## config.mk

```make
export PLATFORM = sky130hd
export DESIGN_NAME = ex_stage_flat
export DESIGN_NICKNAME = d
export VERILOG_FILES = /design/src/rtl/ex_stage_if.sv /design/src/rtl/ex_stage.sv /design/src/flat_wrapper.sv
export SDC_FILE = /design/constraint.sdc
export NUM_CORES = 1
export LEC_CHECK = 0
export CORE_UTILIZATION = 33
export DETAILED_ROUTE_END_ITERATION = 8
export PLACE_DENSITY = 0.5
export SYNTH_ARGS = -nofsm -noshare
export SYNTH_HDL_FRONTEND = slang
export SYNTH_SLANG_ARGS = --single-unit
```

## constraint.sdc

```tcl
create_clock -name clk -period 7.1 [get_ports clk]
set_clock_uncertainty 0.1 [all_clocks]
set_input_delay 1.775 -clock clk [delete_from_list [all_inputs] [get_ports clk]]
set_output_delay 1.775 -clock clk [all_outputs]
set_load 0.01 [all_outputs]
```

## src/rtl/ex_stage_if.sv

```systemverilog
// Decode-to-execute and execute-to-memory bundle of the ex_stage.
// The master side drives instructions in; the slave side is the execute stage.
interface ex_stage_if;
  logic        in_valid;
  logic [4:0]  instr_bits_15_11;
  logic [4:0]  instr_bits_20_16;
  logic [31:0] extended_bits;
  logic [31:0] read_data1;
  logic [31:0] read_data2;
  logic [31:0] new_pc_value;
  logic        RegDst;
  logic        RegWrite;
  logic        ALUSrc;
  logic        MemWrite;
  logic        MemRead;
  logic        MemToReg;
  logic        Branch;
  logic [1:0]  load_mode;
  logic [2:0]  ALUOp;
  logic        ex_stall;
  logic        out_valid;
  logic [31:0] alu_result;
  logic [31:0] store_data;
  logic [4:0]  write_register;
  logic [31:0] branch_target;
  logic        zero;
  logic        branch_taken;
  logic        out_RegWrite;
  logic        out_MemWrite;
  logic        out_MemRead;
  logic        out_MemToReg;
  logic [1:0]  out_load_mode;

  modport master (
    output in_valid, instr_bits_15_11, instr_bits_20_16,
    output extended_bits, read_data1, read_data2, new_pc_value,
    output RegDst, RegWrite, ALUSrc, MemWrite, MemRead,
    output MemToReg, Branch, load_mode, ALUOp,
    input  ex_stall, out_valid, alu_result, store_data,
    input  write_register, branch_target, zero, branch_taken,
    input  out_RegWrite, out_MemWrite, out_MemRead,
    input  out_MemToReg, out_load_mode
  );

  modport slave (
    input  in_valid, instr_bits_15_11, instr_bits_20_16,
    input  extended_bits, read_data1, read_data2, new_pc_value,
    input  RegDst, RegWrite, ALUSrc, MemWrite, MemRead,
    input  MemToReg, Branch, load_mode, ALUOp,
    output ex_stall, out_valid, alu_result, store_data,
    output write_register, branch_target, zero, branch_taken,
    output out_RegWrite, out_MemWrite, out_MemRead,
    output out_MemToReg, out_load_mode
  );
endinterface

```

## src/rtl/ex_stage.sv

```systemverilog
// MIPS execute stage: ALU, destination select, branch target, EX/MEM register.
// `define EX_MULDIV_EN adds the iterative multu/divu unit with HI/LO and mfhi/mflo.
module ex_stage #(
  parameter int MULDIV_CYCLES = 32
) (
  input logic   clk,
  input logic   reset,
  ex_stage_if.slave bus
);
  logic [31:0] op_b;
  logic [31:0] res;
  logic        wr_ok;
  logic        is_md;
  logic        v;
  logic [5:0]  funct;
  logic [4:0]  shamt;

  if (MULDIV_CYCLES != 32) begin : g_bad_cfg
    $error("ex_stage: MULDIV_CYCLES must be 32");
  end

  assign funct = bus.extended_bits[5:0];
  assign shamt = bus.extended_bits[10:6];

`ifdef EX_MULDIV_EN
  localparam int CW = $clog2(MULDIV_CYCLES);
  localparam logic [1:0] S_IDLE = 2'd0;
  localparam logic [1:0] S_BUSY = 2'd1;
  localparam logic [1:0] S_DONE = 2'd2;

  logic [1:0]    state;
  logic [CW-1:0] cnt;
  logic          is_div;
  logic [31:0]   hi, lo;
  logic [31:0]   acc_hi, acc_lo;
  logic [31:0]   divisor;
  logic [32:0]   mul_sum;
  logic [32:0]   div_sh;
  logic          div_ge;
  logic [31:0]   div_rem;

  assign is_md = bus.in_valid && bus.ALUOp == 3'b010 &&
                 (funct == 6'h19 || funct == 6'h1B);
  assign bus.ex_stall = (state == S_IDLE && is_md) ||
                        state == S_BUSY;

  // acc_hi is the running partial product / remainder,
  // acc_lo the multiplier / quotient shift register.
  assign mul_sum = {1'b0, acc_hi} +
                   (acc_lo[0] ? {1'b0, divisor} : 33'd0);
  assign div_sh  = {acc_hi, acc_lo[31]};
  assign div_ge  = div_sh >= {1'b0, divisor};
  assign div_rem = div_sh[31:0] - divisor;

  always_ff @(posedge clk) begin
    if (reset) begin
      state   <= S_IDLE;
      cnt     <= '0;
      is_div  <= 1'b0;
      hi      <= '0;
      lo      <= '0;
      acc_hi  <= '0;
      acc_lo  <= '0;
      divisor <= '0;
    end else begin
      unique case (state)
        S_IDLE: if (is_md) begin
          state   <= S_BUSY;
          cnt     <= '0;
          is_div  <= funct == 6'h1B;
          acc_hi  <= '0;
          acc_lo  <= bus.read_data1;
          divisor <= bus.read_data2;
        end
        S_BUSY: begin
          cnt <= cnt + CW'(1);
          if (cnt == CW'(MULDIV_CYCLES - 1))
            state <= S_DONE;
          if (!is_div)
            {acc_hi, acc_lo} <= {mul_sum, acc_lo[31:1]};
          else if (div_ge)
            {acc_hi, acc_lo} <= {div_rem, acc_lo[30:0], 1'b1};
          else
            {acc_hi, acc_lo} <= {div_sh[31:0], acc_lo[30:0], 1'b0};
        end
        S_DONE: begin
          hi    <= acc_hi;
          lo    <= acc_lo;
          state <= S_IDLE;
        end
        default: state <= S_IDLE;
      endcase
    end
  end
`else
  assign is_md        = 1'b0;
  assign bus.ex_stall = 1'b0;
`endif

  always_comb begin
    op_b  = bus.ALUSrc ? bus.extended_bits : bus.read_data2;
    res   = '0;
    wr_ok = 1'b1;
    unique case (bus.ALUOp)
      3'b000: res = bus.read_data1 + op_b;
      3'b001: res = bus.read_data1 - op_b;
      3'b011: res = bus.read_data1 & op_b;
      3'b100: res = bus.read_data1 | op_b;
      3'b101: res = {31'd0, $signed(bus.read_data1) < $signed(op_b)};
      3'b010: begin
        unique case (funct)
          6'h20: res = bus.read_data1 + op_b;
          6'h22: res = bus.read_data1 - op_b;
          6'h24: res = bus.read_data1 & op_b;
          6'h25: res = bus.read_data1 | op_b;
          6'h2A: res = {31'd0, $signed(bus.read_data1) < $signed(op_b)};
          6'h00: res = bus.read_data2 << shamt;
          6'h02: res = bus.read_data2 >> shamt;
`ifdef EX_MULDIV_EN
          6'h10: res = hi;
          6'h12: res = lo;
          6'h19, 6'h1B: res = '0;
`endif
          default: wr_ok = 1'b0;
        endcase
      end
      default: res = '0;
    endcase
  end

  // muldiv writes no GPR, so every cycle it occupies EX is a bubble
  assign v = bus.in_valid & ~is_md;

  always_ff @(posedge clk) begin
    if (reset) begin
      bus.out_valid      <= 1'b0;
      bus.alu_result     <= '0;
      bus.store_data     <= '0;
      bus.write_register <= '0;
      bus.branch_target  <= '0;
      bus.zero           <= 1'b0;
      bus.branch_taken   <= 1'b0;
      bus.out_RegWrite   <= 1'b0;
      bus.out_MemWrite   <= 1'b0;
      bus.out_MemRead    <= 1'b0;
      bus.out_MemToReg   <= 1'b0;
      bus.out_load_mode  <= '0;
    end else begin
      bus.out_valid      <= v;
      bus.alu_result     <= res;
      bus.store_data     <= bus.read_data2;
      bus.write_register <= bus.RegDst ? bus.instr_bits_15_11
                                       : bus.instr_bits_20_16;
      bus.branch_target  <= bus.new_pc_value + (bus.extended_bits << 2);
      bus.zero           <= res == '0;
      bus.branch_taken   <= v & bus.Branch & (res == '0);
      bus.out_RegWrite   <= v & bus.RegWrite & wr_ok;
      bus.out_MemWrite   <= v & bus.MemWrite;
      bus.out_MemRead    <= v & bus.MemRead;
      bus.out_MemToReg   <= v & bus.MemToReg;
      bus.out_load_mode  <= v ? bus.load_mode : 2'b00;
    end
  end
endmodule

```

## src/flat_wrapper.sv

```systemverilog
// flat-port wrapper written by rule: the top's interface ports become plain ports
module ex_stage_flat 
#(
  parameter int MULDIV_CYCLES = 32
)
  (clk, reset, bus_in_valid, bus_instr_bits_15_11, bus_instr_bits_20_16, bus_extended_bits, bus_read_data1, bus_read_data2, bus_new_pc_value, bus_RegDst, bus_RegWrite, bus_ALUSrc, bus_MemWrite, bus_MemRead, bus_MemToReg, bus_Branch, bus_load_mode, bus_ALUOp, bus_ex_stall, bus_out_valid, bus_alu_result, bus_store_data, bus_write_register, bus_branch_target, bus_zero, bus_branch_taken, bus_out_RegWrite, bus_out_MemWrite, bus_out_MemRead, bus_out_MemToReg, bus_out_load_mode);
  ex_stage_if bus_i ();
  input logic clk;
  input logic reset;
  input wire logic [$bits(bus_i.in_valid)-1:0] bus_in_valid;
  input wire logic [$bits(bus_i.instr_bits_15_11)-1:0] bus_instr_bits_15_11;
  input wire logic [$bits(bus_i.instr_bits_20_16)-1:0] bus_instr_bits_20_16;
  input wire logic [$bits(bus_i.extended_bits)-1:0] bus_extended_bits;
  input wire logic [$bits(bus_i.read_data1)-1:0] bus_read_data1;
  input wire logic [$bits(bus_i.read_data2)-1:0] bus_read_data2;
  input wire logic [$bits(bus_i.new_pc_value)-1:0] bus_new_pc_value;
  input wire logic [$bits(bus_i.RegDst)-1:0] bus_RegDst;
  input wire logic [$bits(bus_i.RegWrite)-1:0] bus_RegWrite;
  input wire logic [$bits(bus_i.ALUSrc)-1:0] bus_ALUSrc;
  input wire logic [$bits(bus_i.MemWrite)-1:0] bus_MemWrite;
  input wire logic [$bits(bus_i.MemRead)-1:0] bus_MemRead;
  input wire logic [$bits(bus_i.MemToReg)-1:0] bus_MemToReg;
  input wire logic [$bits(bus_i.Branch)-1:0] bus_Branch;
  input wire logic [$bits(bus_i.load_mode)-1:0] bus_load_mode;
  input wire logic [$bits(bus_i.ALUOp)-1:0] bus_ALUOp;
  output wire logic [$bits(bus_i.ex_stall)-1:0] bus_ex_stall;
  output wire logic [$bits(bus_i.out_valid)-1:0] bus_out_valid;
  output wire logic [$bits(bus_i.alu_result)-1:0] bus_alu_result;
  output wire logic [$bits(bus_i.store_data)-1:0] bus_store_data;
  output wire logic [$bits(bus_i.write_register)-1:0] bus_write_register;
  output wire logic [$bits(bus_i.branch_target)-1:0] bus_branch_target;
  output wire logic [$bits(bus_i.zero)-1:0] bus_zero;
  output wire logic [$bits(bus_i.branch_taken)-1:0] bus_branch_taken;
  output wire logic [$bits(bus_i.out_RegWrite)-1:0] bus_out_RegWrite;
  output wire logic [$bits(bus_i.out_MemWrite)-1:0] bus_out_MemWrite;
  output wire logic [$bits(bus_i.out_MemRead)-1:0] bus_out_MemRead;
  output wire logic [$bits(bus_i.out_MemToReg)-1:0] bus_out_MemToReg;
  output wire logic [$bits(bus_i.out_load_mode)-1:0] bus_out_load_mode;
  assign bus_i.in_valid = bus_in_valid;
  assign bus_i.instr_bits_15_11 = bus_instr_bits_15_11;
  assign bus_i.instr_bits_20_16 = bus_instr_bits_20_16;
  assign bus_i.extended_bits = bus_extended_bits;
  assign bus_i.read_data1 = bus_read_data1;
  assign bus_i.read_data2 = bus_read_data2;
  assign bus_i.new_pc_value = bus_new_pc_value;
  assign bus_i.RegDst = bus_RegDst;
  assign bus_i.RegWrite = bus_RegWrite;
  assign bus_i.ALUSrc = bus_ALUSrc;
  assign bus_i.MemWrite = bus_MemWrite;
  assign bus_i.MemRead = bus_MemRead;
  assign bus_i.MemToReg = bus_MemToReg;
  assign bus_i.Branch = bus_Branch;
  assign bus_i.load_mode = bus_load_mode;
  assign bus_i.ALUOp = bus_ALUOp;
  assign bus_ex_stall = bus_i.ex_stall;
  assign bus_out_valid = bus_i.out_valid;
  assign bus_alu_result = bus_i.alu_result;
  assign bus_store_data = bus_i.store_data;
  assign bus_write_register = bus_i.write_register;
  assign bus_branch_target = bus_i.branch_target;
  assign bus_zero = bus_i.zero;
  assign bus_branch_taken = bus_i.branch_taken;
  assign bus_out_RegWrite = bus_i.out_RegWrite;
  assign bus_out_MemWrite = bus_i.out_MemWrite;
  assign bus_out_MemRead = bus_i.out_MemRead;
  assign bus_out_MemToReg = bus_i.out_MemToReg;
  assign bus_out_load_mode = bus_i.out_load_mode;
  ex_stage #(.MULDIV_CYCLES(MULDIV_CYCLES)) u_core (.clk(clk), .reset(reset), .bus(bus_i));
endmodule
```

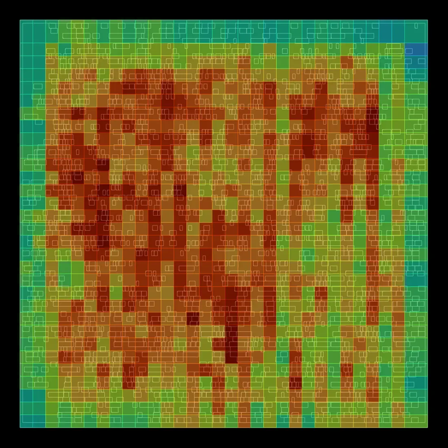
Fig. 1. Routing congestion map.
fraction of met2 tracks used by global routing: 53.6%
highest-utilization routing layer at the global route stage: met2

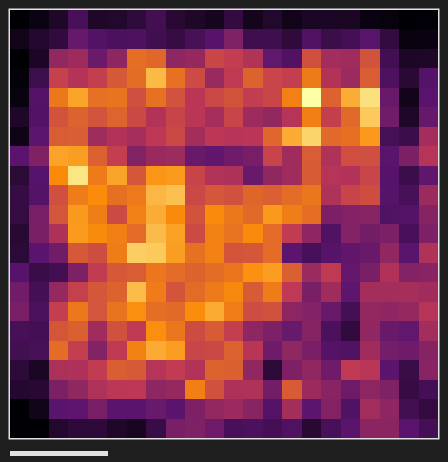
Fig. 2. Wiring heat map.
The bar under the picture is 50 µm long. The die is cut into 22 by 22 equal tiles; black is low, pale yellow is high, scaled to the fullest tile. Values are wire area over tile area, all layers added.
tiles over half the peak = 40%
densest ninth of the die = centre
emptiest ninth of the die = lower right
mean over tiles = 0.28
nearly empty tiles = 1.9%
Total GRT Usage: 33.5%
via count: 17.7k
routed len/inst: 28.1 µm
aggregate routed wire length: 81700 µm

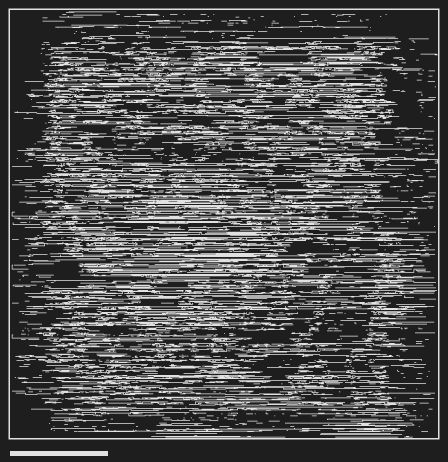
Fig. 3. M1 wires.
The bar under the picture is 50 µm long.
share of all routed wire = 43%
main direction = horizontal
longest straight run = 76.8 µm
met1 usage: 43.5%

==> Changelog: implementation <==
### Physical design

* Highest cell delay on the worst timing path at 0.64 ns
* Number of sequential cells at 110
* Portion of the layout cell area used by non-clock buffers at between 10% and 20%
* Delay-heaviest family, CP: simple AND/OR/NAND/NOR gates
* Fa+ha+maj area frac at approximately 11%
* Largest non-sequential cell family by area: AND-OR/OR-AND gates
* Most instantiated library cell after synthesis: nor2_1
* Half-perimeter wire length after detailed placement at approximately 66000 µm
* Switching Power at 1220 µW
* Worst min-delay path category: input pin to register
* Post-placement cell count at 2887
* Most frequent logic cells in the routed design: clkdlybuf4s50_1, nor2_1, a21oi_1
* Internal power at roughly 1600 µW
* Critical Path Source: bus_ALUSrc
* Sort of element at the start of the critical path: input pin
* Arrival @ worst endpoint at 6.83 ns
* Achievable Freq at around 150 MHz
* Layout Nets at 2578
* Sequential cell area fraction in the yosys report at 14.1%
* Seq area share at ~11%
* CP endpoint kind: register
* Setup TNS at 0 ns
* Yosys synthesis chip area at 0.0156 mm²
* Combinational group power at roughly 1600 µW
* Area added between synthesis and finish at 25.7%
* CTS Hold Bufs at 0
* Number of flip-flops and latches in the synthesized netlist at around 110
* Met3 wirelength from detailed routing at about 5900 µm
* Ys Warns at 0
* Number of fill cells in the layout at 4841
* Capturing element of the worst setup path: u_core.bus.zero
* Status: completed
* Gpl congestion at a little over 1
* Switching portion of total power at 43.3%
* RSZ-0062 raised after global routing: false
* Relative max-transition margin at 24.0%
* Origin of the worst min-delay path: reset
* Number of logged tool warnings at 96
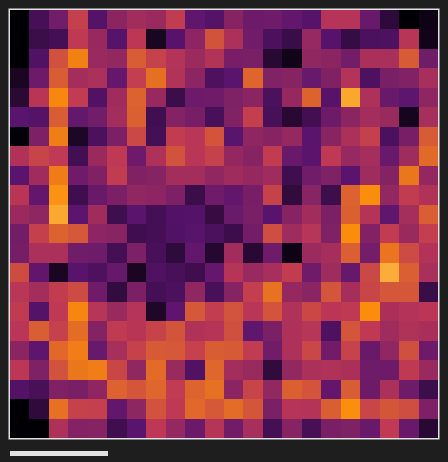
Fig. 4. Local utilization.
The bar under the picture is 50 µm long. The die is cut into 22 by 22 equal tiles; black is low, pale yellow is high, 0 to 100% covered.
nearly empty tiles = 1.7%
tiles over 75% full = 1.7%
fullest tile = 82%
mean over tiles = 39%
Post-Route Utilization: 42.1%
Core Density at Floorplan: 33.5%
total core area: 0.0466 mm²

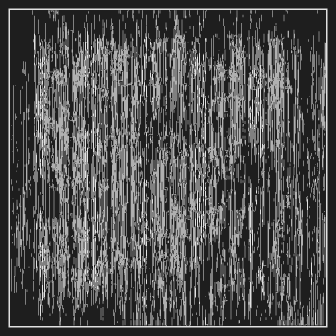
Fig. 5. Signal wires on met2.
main direction = vertical
wire length on this layer = 36.5 mm
share of all routed wire = 45%
longest straight run = 114 µm
nets with wire on the layer = 2135

No activity file was given, so power comes from the tool's default toggle rates.
